===== src/rtl/md_pkg.sv =====
// Shared encodings for the multiply/divide unit: op codes, FSM states, default width.
package md_pkg;

    localparam int MD_WIDTH = 32;

    localparam logic [1:0] MD_MULT  = 2'b00;
    localparam logic [1:0] MD_MULTU = 2'b01;
    localparam logic [1:0] MD_DIV   = 2'b10;
    localparam logic [1:0] MD_DIVU  = 2'b11;

    typedef enum logic [1:0] {
        ST_IDLE = 2'b00,
        ST_CALC = 2'b01,
        ST_DONE = 2'b10
    } md_state_t;

endpackage


===== src/rtl/md_sign_fix.sv =====
// Two-lane conditional two's-complement negate: takes magnitudes of operands or restores result signs.
// Purely combinational, no latency, no flow control.
module md_sign_fix #(
    parameter int WX = 32,
    parameter int WY = 32
) (
    input  logic [WX-1:0] x,
    input  logic          neg_x,
    input  logic [WY-1:0] y,
    input  logic          neg_y,
    output logic [WX-1:0] rx,
    output logic [WY-1:0] ry
);

    assign rx = neg_x ? (~x + WX'(1)) : x;
    assign ry = neg_y ? (~y + WY'(1)) : y;

endmodule


===== src/rtl/md_unit.sv =====
// Iterative MULT/MULTU/DIV/DIVU into HI/LO; WIDTH+1 cycles start-to-done, one cycle for divide by zero.
// No queueing: start is ignored while busy, flush aborts without touching HI/LO.
module md_unit
    import md_pkg::*;
#(
    parameter int WIDTH = MD_WIDTH,
    parameter int CNT_W = 6
) (
    input  logic             clk,
    input  logic             rst_n,
    input  logic             start,
    input  logic [1:0]       op,
    input  logic [WIDTH-1:0] a,
    input  logic [WIDTH-1:0] b,
    input  logic             flush,
    input  logic             hi_we,
    input  logic             lo_we,
    input  logic [WIDTH-1:0] wdata,
    output logic             busy,
    output logic             done,
    output logic             div_by_zero,
    output logic [WIDTH-1:0] hi,
    output logic [WIDTH-1:0] lo
);

    md_state_t          state;
    logic [CNT_W-1:0]   cnt;
    logic               is_div_r;
    logic               neg_a;
    logic               neg_b;
    logic [WIDTH-1:0]   opnd;
    logic [WIDTH-1:0]   rem;
    logic [2*WIDTH-1:0] acc;

    logic               is_div_in;
    logic               signed_in;
    logic               neg_a_in;
    logic               neg_b_in;
    logic [WIDTH-1:0]   mag_a;
    logic [WIDTH-1:0]   mag_b;

    assign is_div_in = (op == MD_DIV) || (op == MD_DIVU);
    assign signed_in = (op == MD_MULT) || (op == MD_DIV);
    assign neg_a_in  = signed_in & a[WIDTH-1];
    assign neg_b_in  = signed_in & b[WIDTH-1];

    md_sign_fix #(.WX(WIDTH), .WY(WIDTH)) u_abs (
        .x     (a),
        .neg_x (neg_a_in),
        .y     (b),
        .neg_y (neg_b_in),
        .rx    (mag_a),
        .ry    (mag_b)
    );

    // Multiply: acc = {partial product, remaining multiplier bits}.
    // Divide:   acc[WIDTH-1:0] shifts dividend bits out and quotient bits in.
    logic [WIDTH:0]     sum;
    logic [WIDTH:0]     shifted;
    logic [WIDTH:0]     diff;
    logic [2*WIDTH-1:0] acc_nxt;
    logic [WIDTH-1:0]   rem_nxt;

    always_comb begin
        sum     = {1'b0, acc[2*WIDTH-1:WIDTH]} + {1'b0, opnd};
        shifted = {rem, acc[WIDTH-1]};
        diff    = shifted - {1'b0, opnd};
        acc_nxt = acc;
        rem_nxt = rem;
        if (is_div_r) begin
            acc_nxt = {acc[2*WIDTH-1:WIDTH], acc[WIDTH-2:0], ~diff[WIDTH]};
            rem_nxt = diff[WIDTH] ? shifted[WIDTH-1:0] : diff[WIDTH-1:0];
        end else begin
            acc_nxt = acc[0] ? {sum, acc[WIDTH-1:1]} : {1'b0, acc[2*WIDTH-1:1]};
        end
    end

    // Sign correction works on the post-step values so HI/LO are valid in the same cycle as done.
    logic [2*WIDTH-1:0] x_in;
    logic [2*WIDTH-1:0] res_x;
    logic [WIDTH-1:0]   res_y;

    assign x_in = is_div_r ? {{WIDTH{1'b0}}, acc_nxt[WIDTH-1:0]} : acc_nxt;

    md_sign_fix #(.WX(2*WIDTH), .WY(WIDTH)) u_fix (
        .x     (x_in),
        .neg_x (neg_a ^ neg_b),
        .y     (rem_nxt),
        .neg_y (neg_a),
        .rx    (res_x),
        .ry    (res_y)
    );

    always_ff @(posedge clk or negedge rst_n) begin
        if (!rst_n) begin
            state       <= ST_IDLE;
            cnt         <= '0;
            is_div_r    <= 1'b0;
            neg_a       <= 1'b0;
            neg_b       <= 1'b0;
            opnd        <= '0;
            rem         <= '0;
            acc         <= '0;
            busy        <= 1'b0;
            done        <= 1'b0;
            div_by_zero <= 1'b0;
            hi          <= '0;
            lo          <= '0;
        end else begin
            done <= 1'b0;
            case (state)
                ST_IDLE: begin
                    if (start && !flush) begin
                        is_div_r    <= is_div_in;
                        neg_a       <= neg_a_in;
                        neg_b       <= neg_b_in;
                        cnt         <= '0;
                        rem         <= '0;
                        opnd        <= is_div_in ? mag_b : mag_a;
                        acc         <= {{WIDTH{1'b0}}, (is_div_in ? mag_a : mag_b)};
                        busy        <= 1'b1;
                        div_by_zero <= 1'b0;
                        if (is_div_in && (b == '0)) begin
                            state       <= ST_DONE;
                            done        <= 1'b1;
                            hi          <= a;
                            lo          <= '1;
                            div_by_zero <= 1'b1;
                        end else begin
                            state <= ST_CALC;
                        end
                    end else if (!start) begin
                        if (hi_we) hi <= wdata;
                        if (lo_we) lo <= wdata;
                    end
                end
                ST_CALC: begin
                    if (flush) begin
                        state <= ST_IDLE;
                        busy  <= 1'b0;
                    end else begin
                        acc <= acc_nxt;
                        rem <= rem_nxt;
                        cnt <= cnt + CNT_W'(1);
                        if (cnt == CNT_W'(WIDTH-1)) begin
                            state <= ST_DONE;
                            done  <= 1'b1;
                            hi    <= is_div_r ? res_y : res_x[2*WIDTH-1:WIDTH];
                            lo    <= res_x[WIDTH-1:0];
                        end
                    end
                end
                ST_DONE: begin
                    state <= ST_IDLE;
                    busy  <= 1'b0;
                end
                default: begin
                    state <= ST_IDLE;
                    busy  <= 1'b0;
                end
            endcase
        end
    end

endmodule


===== config.mk =====
export PLATFORM = sky130hd
export DESIGN_NAME = md_unit
export DESIGN_NICKNAME = d
export VERILOG_FILES = /design/src/rtl/md_pkg.sv /design/src/rtl/md_sign_fix.sv /design/src/rtl/md_unit.sv
export SDC_FILE = /design/constraint.sdc
export NUM_CORES = 1
export LEC_CHECK = 0
export CAP_MARGIN = 0
export CORE_ASPECT_RATIO = 0.5
export CORE_UTILIZATION = 40
export CTS_CLUSTER_SIZE = 25
export DETAILED_ROUTE_END_ITERATION = 16
export SLEW_MARGIN = 20
export SYNTH_ARGS = -nofsm -noshare
export SYNTH_HDL_FRONTEND = slang
export SYNTH_HIERARCHICAL = 1
export SYNTH_SLANG_ARGS = --single-unit

===== constraint.sdc =====
create_clock -name clk -period 14.9 [get_ports clk]
set_input_delay 1.49 -clock clk [delete_from_list [all_inputs] [get_ports clk]]
set_output_delay 1.49 -clock clk [all_outputs]
set_load 0.1 [all_outputs]

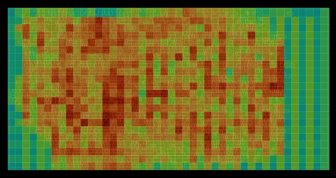
(run_1/final_congestion.png)
M1 GR Usage: 0.406
met3 Use GR: 0.0354

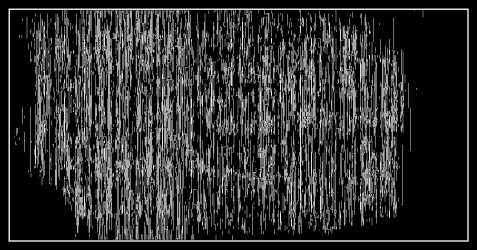
(run_1/met2.png)
Drawn at 1.5 px/um.
nets with wire on the layer: 2,089
share of all routed wire: 45%
main direction: vertical
GR Util met2: 0.440
vias post-DR: 17,691
drt total wl: 67,300 um

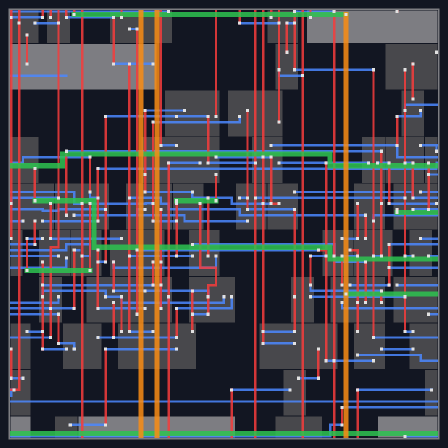
(run_1/zoom.png)
Window x 140 to 165, y 64 to 89 um. Cells in grey, sequential cells in the stronger grey; small squares are vias.
| colour | layer |
|---|---|
| red | met2 |
| orange | met4 |
| green | met3 |
| blue | met1 |
cells with their middle in the window: 44
netlist names of flops here include: rem (2)
most frequent: nand2_1 (5), a21oi_1 (5)
sequential cells in the window: 2

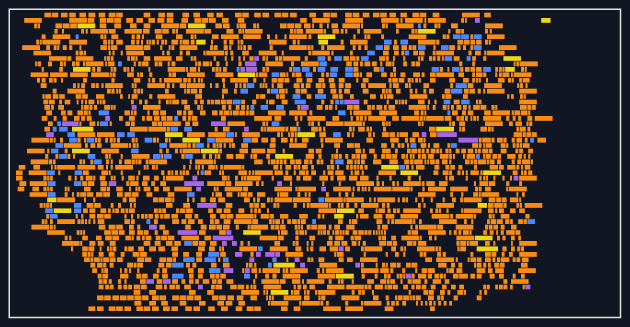
(run_1/drive_strength.png)
Drawn at 2 px/um.
| colour | size | cells | share |
|---|---|---|---|
| yellow | drive 6 and up | 33 | 1.4% |
| blue | drive 2 | 116 | 4.9% |
| purple | drive 3 to 4 | 46 | 1.9% |
| orange | drive 1 or less | 2,185 | 92% |
area added between synthesis and finish: 15.8%
Final WS setup: 8530 ps

==> results_slide.txt, run 1 <==
Physical Implementation Snapshot

Run status
  – Status: complete, no violations

Floorplan
  – Die X: 305 um
  – I/O pins: ~170
  – Rows: about 55
  – Die Ht: 153 um

Final timing
  – Least-Margin Pin Slew: ~1200 ps
  – Clock skew: 22.1 ps
  – FMAX: between 0.15 and 0.2 GHz
  – Hold_ws: roughly 480 ps
  – Setup TNS: 0 ps

Global routing
  – Global route overflow: 0
  – Vias in the first global route: ~17,000

Synthesis
  – Yosys Instances: ~2,300
  – Most common flop cell mapped by yosys: dfrtp_1
  – Ys async rst share: 1.00

Worst setup path
  – Max FO, Critical Path: 24
  – Worst R2R End: hi[31]
  – CP cell instances: ha_1, inv_1, fa_1, a211oi_1, o31ai_1, a21oi_1, o21ai_2, a21oi_2, o41ai_4, xor2_4, buf_4, mux2i_1, a21oi_1, or4_1, nor4_1, nand4_1, o31ai_1, xnor2_1, mux2_2, o21ai_0, o21ai_0
  – Critical Path Stages: 21
  – Crit path largest cell delay: roughly 630 ps

Final layout
  – FF/Latch Area: around 5200 sq um
  – Largest Register: acc
  – Post-layout instance area: 21,200 sq um
  – Share of post-route cells with drive strength above 1: 0.0819
  – Dominant kind of cell: combinational gates
  – Non-clk invs: 57
  – Fin cells: around 3,000
  – Clock buffers: 31

Worst hold path
  – Hold Path Sink: lo[25]
  – Hold_sp: lo[25]
  – Worst Hold Depth: 2

Place
  – Placed insts: 2,938

Clocking
  – TritonCTS clock tree: done

Route
  – Initial drt markers: between 1,500 and 2,000
  – Drt via density: roughly 5.9
## run 1: logic make-up after synthesis
kind of cell / after synthesis / synth area share
compound gates: 673 / 0.229
xor+xnor: 207 / 0.0998
fa+ha+maj: 71 / 0.0492
buf+inv: 205 / 0.0449
flops: 206 / 0.281
mux: 177 / 0.101
simple gates: 754 / 0.194
## run 1: cell usage after synthesis, types with 12 or more instances
library cell  instances  area [sq um]
or3_1                30           188
inv_1                57           214
or2_2                13          81.3
nor2_1              119           447
a31oi_1              12          75.1
nor4_1               16           100
nand2b_1             21           131
mux2i_1             107          1070
nor2b_1              13          81.3
mux2_2               70           788
dfrtp_1             206          5150
a21oi_1              94           470
ha_1                 69           863
o41ai_1              24           210
or4_1                21           158
o21ai_1              18          90.1
xor2_1               29           254
buf_1                16          60.1
a22o_1               13           114
nand4_1              23           144
xnor2_1             177          1550
a21o_1               46           345
o21ai_0             303          1520
nor3_1               29           145
nand3_1              81           405
nand2_1             349          1310
o31ai_1              53           398
clkbuf_1            121           454
o22ai_1              36           225
## run 1: report_power, final
group | internal, mW | total [mW] | switching [mW]
combinational | 0.650 | 2.02 | 1.37
sequential | 0.692 | 0.809 | 0.117
clock | 0.363 | 0.619 | 0.256
## run 1: how the worst max path moves through the flow
stage | from | end
after global routing | acc[31] | hi[29]
after detailed placement | opnd[0] | hi[25]
after floorplan | opnd[0] | hi[29]
after global placement | acc[31] | hi[31]
final | opnd[0] | hi[31]
after CTS | opnd[0] | hi[31]
## run 1: routing by layer
layer / GRT usage / wire length (um) / up-vias
met5: 0 / 10 / -
met2: 0.440 / 30000 / 564
met1: 0.406 / 31200 / 8607
met4: 0.0784 / 1840 / 2
li1: - / - / 8435
met3: 0.0354 / 4330 / 83
==> run 1 -> run 2 <==
==> constraint.sdc (replaced) <==
create_clock -name clk -period 6.26 [get_ports clk]
set_input_delay 0.626 -clock clk [delete_from_list [all_inputs] [get_ports clk]]
set_output_delay 0.626 -clock clk [all_outputs]
set_load 0.1 [all_outputs]
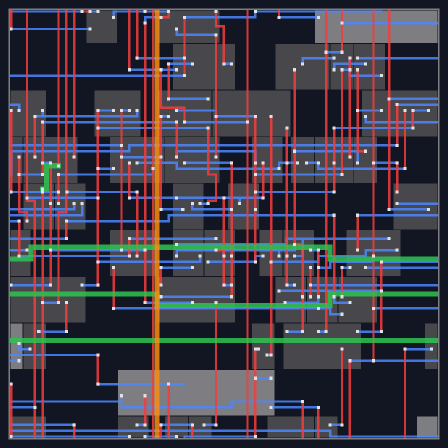
(run_2/zoom.png)
Window x 140 to 165, y 64 to 89 um. Cells in grey, sequential cells in the stronger grey; small squares are vias.
| colour | layer |
|---|---|
| red | met2 |
| blue | met1 |
| orange | met4 |
| green | met3 |
cells with their middle in the window: 40
most frequent: a21oi_1 (6), ha_1 (5), inv_1 (4)
sequential cells in the window: 2
netlist names of flops here include: opnd (1), rem (1)

==> results_slide.txt, run 2 <==
Physical Implementation Snapshot

Route
  – Vias post-DR: 17,834 (+0.81%)
  – Met1 Wirelength: 31,600 um (+1.3%)
  – Initial drt markers: 1,910 (-4.1%)
  – Metal2 WL: 29,400 um (-2.0%)
  – Met3 routed WL: 4700 um (+8.7%)
  – Post-DR wirelength/cell: 22.7 um
  – Final ANT Viol Nets: 0
  – Top routing layer in use: met5
  – Drt via density: 5.96 (+0.44%)
  – Drt total wl: 67,900 um (+0.79%)

Final timing
  – Least-Margin Pin Slew: 1200 ps (-14.9 ps)
  – Hold Vio Cnt, Final: 0
  – Clock skew: 14.0 ps (-8.12 ps)
  – Setup TNS: 0 ps (unchanged)
  – RSZ-0062 raised after global routing: no
  – Slew headroom: 0.200
  – FMAX: 0.170 GHz (+8.3%)

Power and ir drop
  – Clock power frac: 0.194 (+0.014)
  – Switch share: 0.502 (-0.00290)
  – Comb pwr share: 0.573 (-0.012)
  – Main power group: combinational logic
  – Power Clock: 1.62 mW (+160%)
  – Sw Pwr: 4.20 mW (+140%)
  – Cell Int Power: 4.16 mW (+140%)
  – Pwr/cell area: just under 400 nW/um^2
  – Seq pwr: 1.94 mW (+140%)
  – Comb. pwr: 4.79 mW (+140%)
  – Sequential share of power: 0.233 (-0.002)

Synthesis
  – Most common cell in the synthesized netlist: nand2_1
  – Syn_nets: 2,468
  – Cell accounting for the most synthesized area: dfrtp_1
  – Yosys Instances: 2,293 (unchanged)
  – Area share, top type: 0.281 (unchanged)
  – Synth top area cells: dfrtp_1 28%, xnor2_1 8.4%, o21ai_0 8.3%
  – Most instantiated cells after synthesis: 349 x nand2_1, 303 x o21ai_0, 206 x dfrtp_1
  – EDFF count, synth: 0
  – Ys async rst share: 1.00 (unchanged)
  – Most common flop cell mapped by yosys: dfrtp_1

Job
  – Max-cap viol count: 0

Final layout
  – Post-layout instance area: 21,400 sq um (+0.69%)
  – Largest Register: acc
  – Share of post-route cells with drive strength above 1: 0.0866 (+0.00464)
  – Nets: roughly 2,500
  – Commonest Layout Cell: nand2_1

Worst setup path
  – Crit path largest cell delay: 570 ps (-60 ps)
  – Setup CP Type: register to register
  – Buffer and inverter count on the worst path: 2
  – CP cell instances: ha_1, inv_1, fa_1, a211oi_1, o31ai_1, a21oi_1, o21ai_2, a21oi_2, o41ai_4, xor2_4, buf_4, mux2_2, mux2_2, or4_1, nor3_4, nand4_1, o31ai_1, xnor2_1, mux2_2, o21ai_0, o21ai_0
  – Slowest-stage cell, CP: or4_1
  – CP required: about 6700 ps
  – Crit path launch type: register
  – Crit path arrival time: 6290 ps
  – Max FO, Critical Path: 9 (-63%)

Global routing
  – Layer with the highest usage: met2
  – Antenna violations before repair: 7
  – Global route overflow: 0 (unchanged)
  – M1 GR Usage: 0.411 (+0.00536)
  – Overall global routing resource usage: 0.286
  – GR Util met2: 0.434 (-0.00553)
  – First-pass GRT wire length: between 100,000 and 150,000 um
  – Vias in the first global route: 16,801 (+1.5%)
  – Met3 Use GR: 0.0494 (+0.0140)

Run status
  – Status: complete, no violations

Floorplan
  – Die X: 305 um (unchanged)
  – I/O pins: 171 (unchanged)
  – Die Ht: 153 um (unchanged)
  – Die area: roughly 47,000 sq um
  – Rows: 55 (unchanged)

Clocking
  – Clock sinks: 206
  – TritonCTS Buffers: 24
  – CTS clk-pin slew, worst paths: approximately 70 ps
  – TritonCTS clock tree: done
  – Clock buffer depth: 3
  – Hold_buf cts: 0

Place
  – Placer Congestion: between 0.9 and 1
  – Post-DP HPWL: approximately 52,000 um
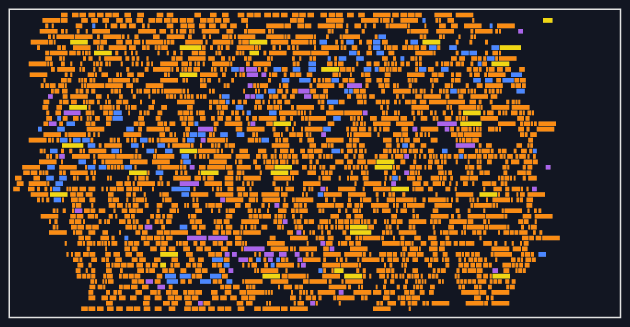
(run_2/drive_strength.png)
Drawn at 2 px/um.
| colour | size | cells | share |
|---|---|---|---|
| blue | drive 2 | 114 | 4.8% |
| orange | drive 1 or less | 2,184 | 91% |
| purple | drive 3 to 4 | 59 | 2.5% |
| yellow | drive 6 and up | 34 | 1.4% |
Buffers, non-clock: 203
area added between synthesis and finish: 16.6%
Final WS setup: 379 ps

run 2: cell counts after synthesis:
Identical to the previous run, type by type.
run 2: timing repair:
action | CTS | global route
setup buffers | 0 | 0
endpoints found under the setup margin | 0 | 19
resized | 0 | 1
hold endpoints to repair | 0 | 0
run 2: final timing paths:
| check | slack (ps) | cells past startpoint | to | startpoint |
|---|---|---|---|---|
| worst max-delay path | 380 | 21 | hi[31] | opnd[0] |
| worst min-delay path | 90 | 1 | rem[31] | rst_n |
| worst max register to register | 380 | 21 | hi[31] | opnd[0] |
| worst min register to register | 480 | 2 | lo[11] | lo[11] |
| max in group asynchronous | 4800 | 2 | cnt[3] | rst_n |
| min in group clk | 480 | 2 | lo[11] | lo[11] |
run 2: final cells by class:
type                            count  area [sq um]
Timing Repair Buffer              203          1950
Sequential cell                   206          5160
Clock buffer                       30           664
Multi-Input combinational cell   1882         12500
Tap cell                          598           748
Fill cell                        4416         23800
Inverter                           57           214
Antenna cell                        1          2.50
Clock inverter                     13           206
run 2: cells by family (layout without fill, tap and decap cells):
| group | Yosys count | after routing | share of synthesized area |
|---|---|---|---|
| and+or+nand+nor | 754 | 754 | 0.194 |
| AOI/OAI and AO/OA | 673 | 673 | 0.229 |
| xor gates and xnor gates | 207 | 207 | 0.0998 |
| DFF | 206 | 206 | 0.281 |
| buffers and inverters | 205 | 303 | 0.0449 |
| muxes | 177 | 177 | 0.101 |
| adders and majority gates | 71 | 71 | 0.0492 |
| other | 0 | 1 | 0 |
run 2: stage by stage:
stage                     instances  setup WS [ps]  hold slack (ps)
after floorplan                2293           1130              330
after global placement         2946            385              460
after detailed placement       2946            272              464
after CTS                      2989            256              125
after global routing           2989           24.2              153
final                          2990            379             88.8
Power and IR drop assume default switching activity.
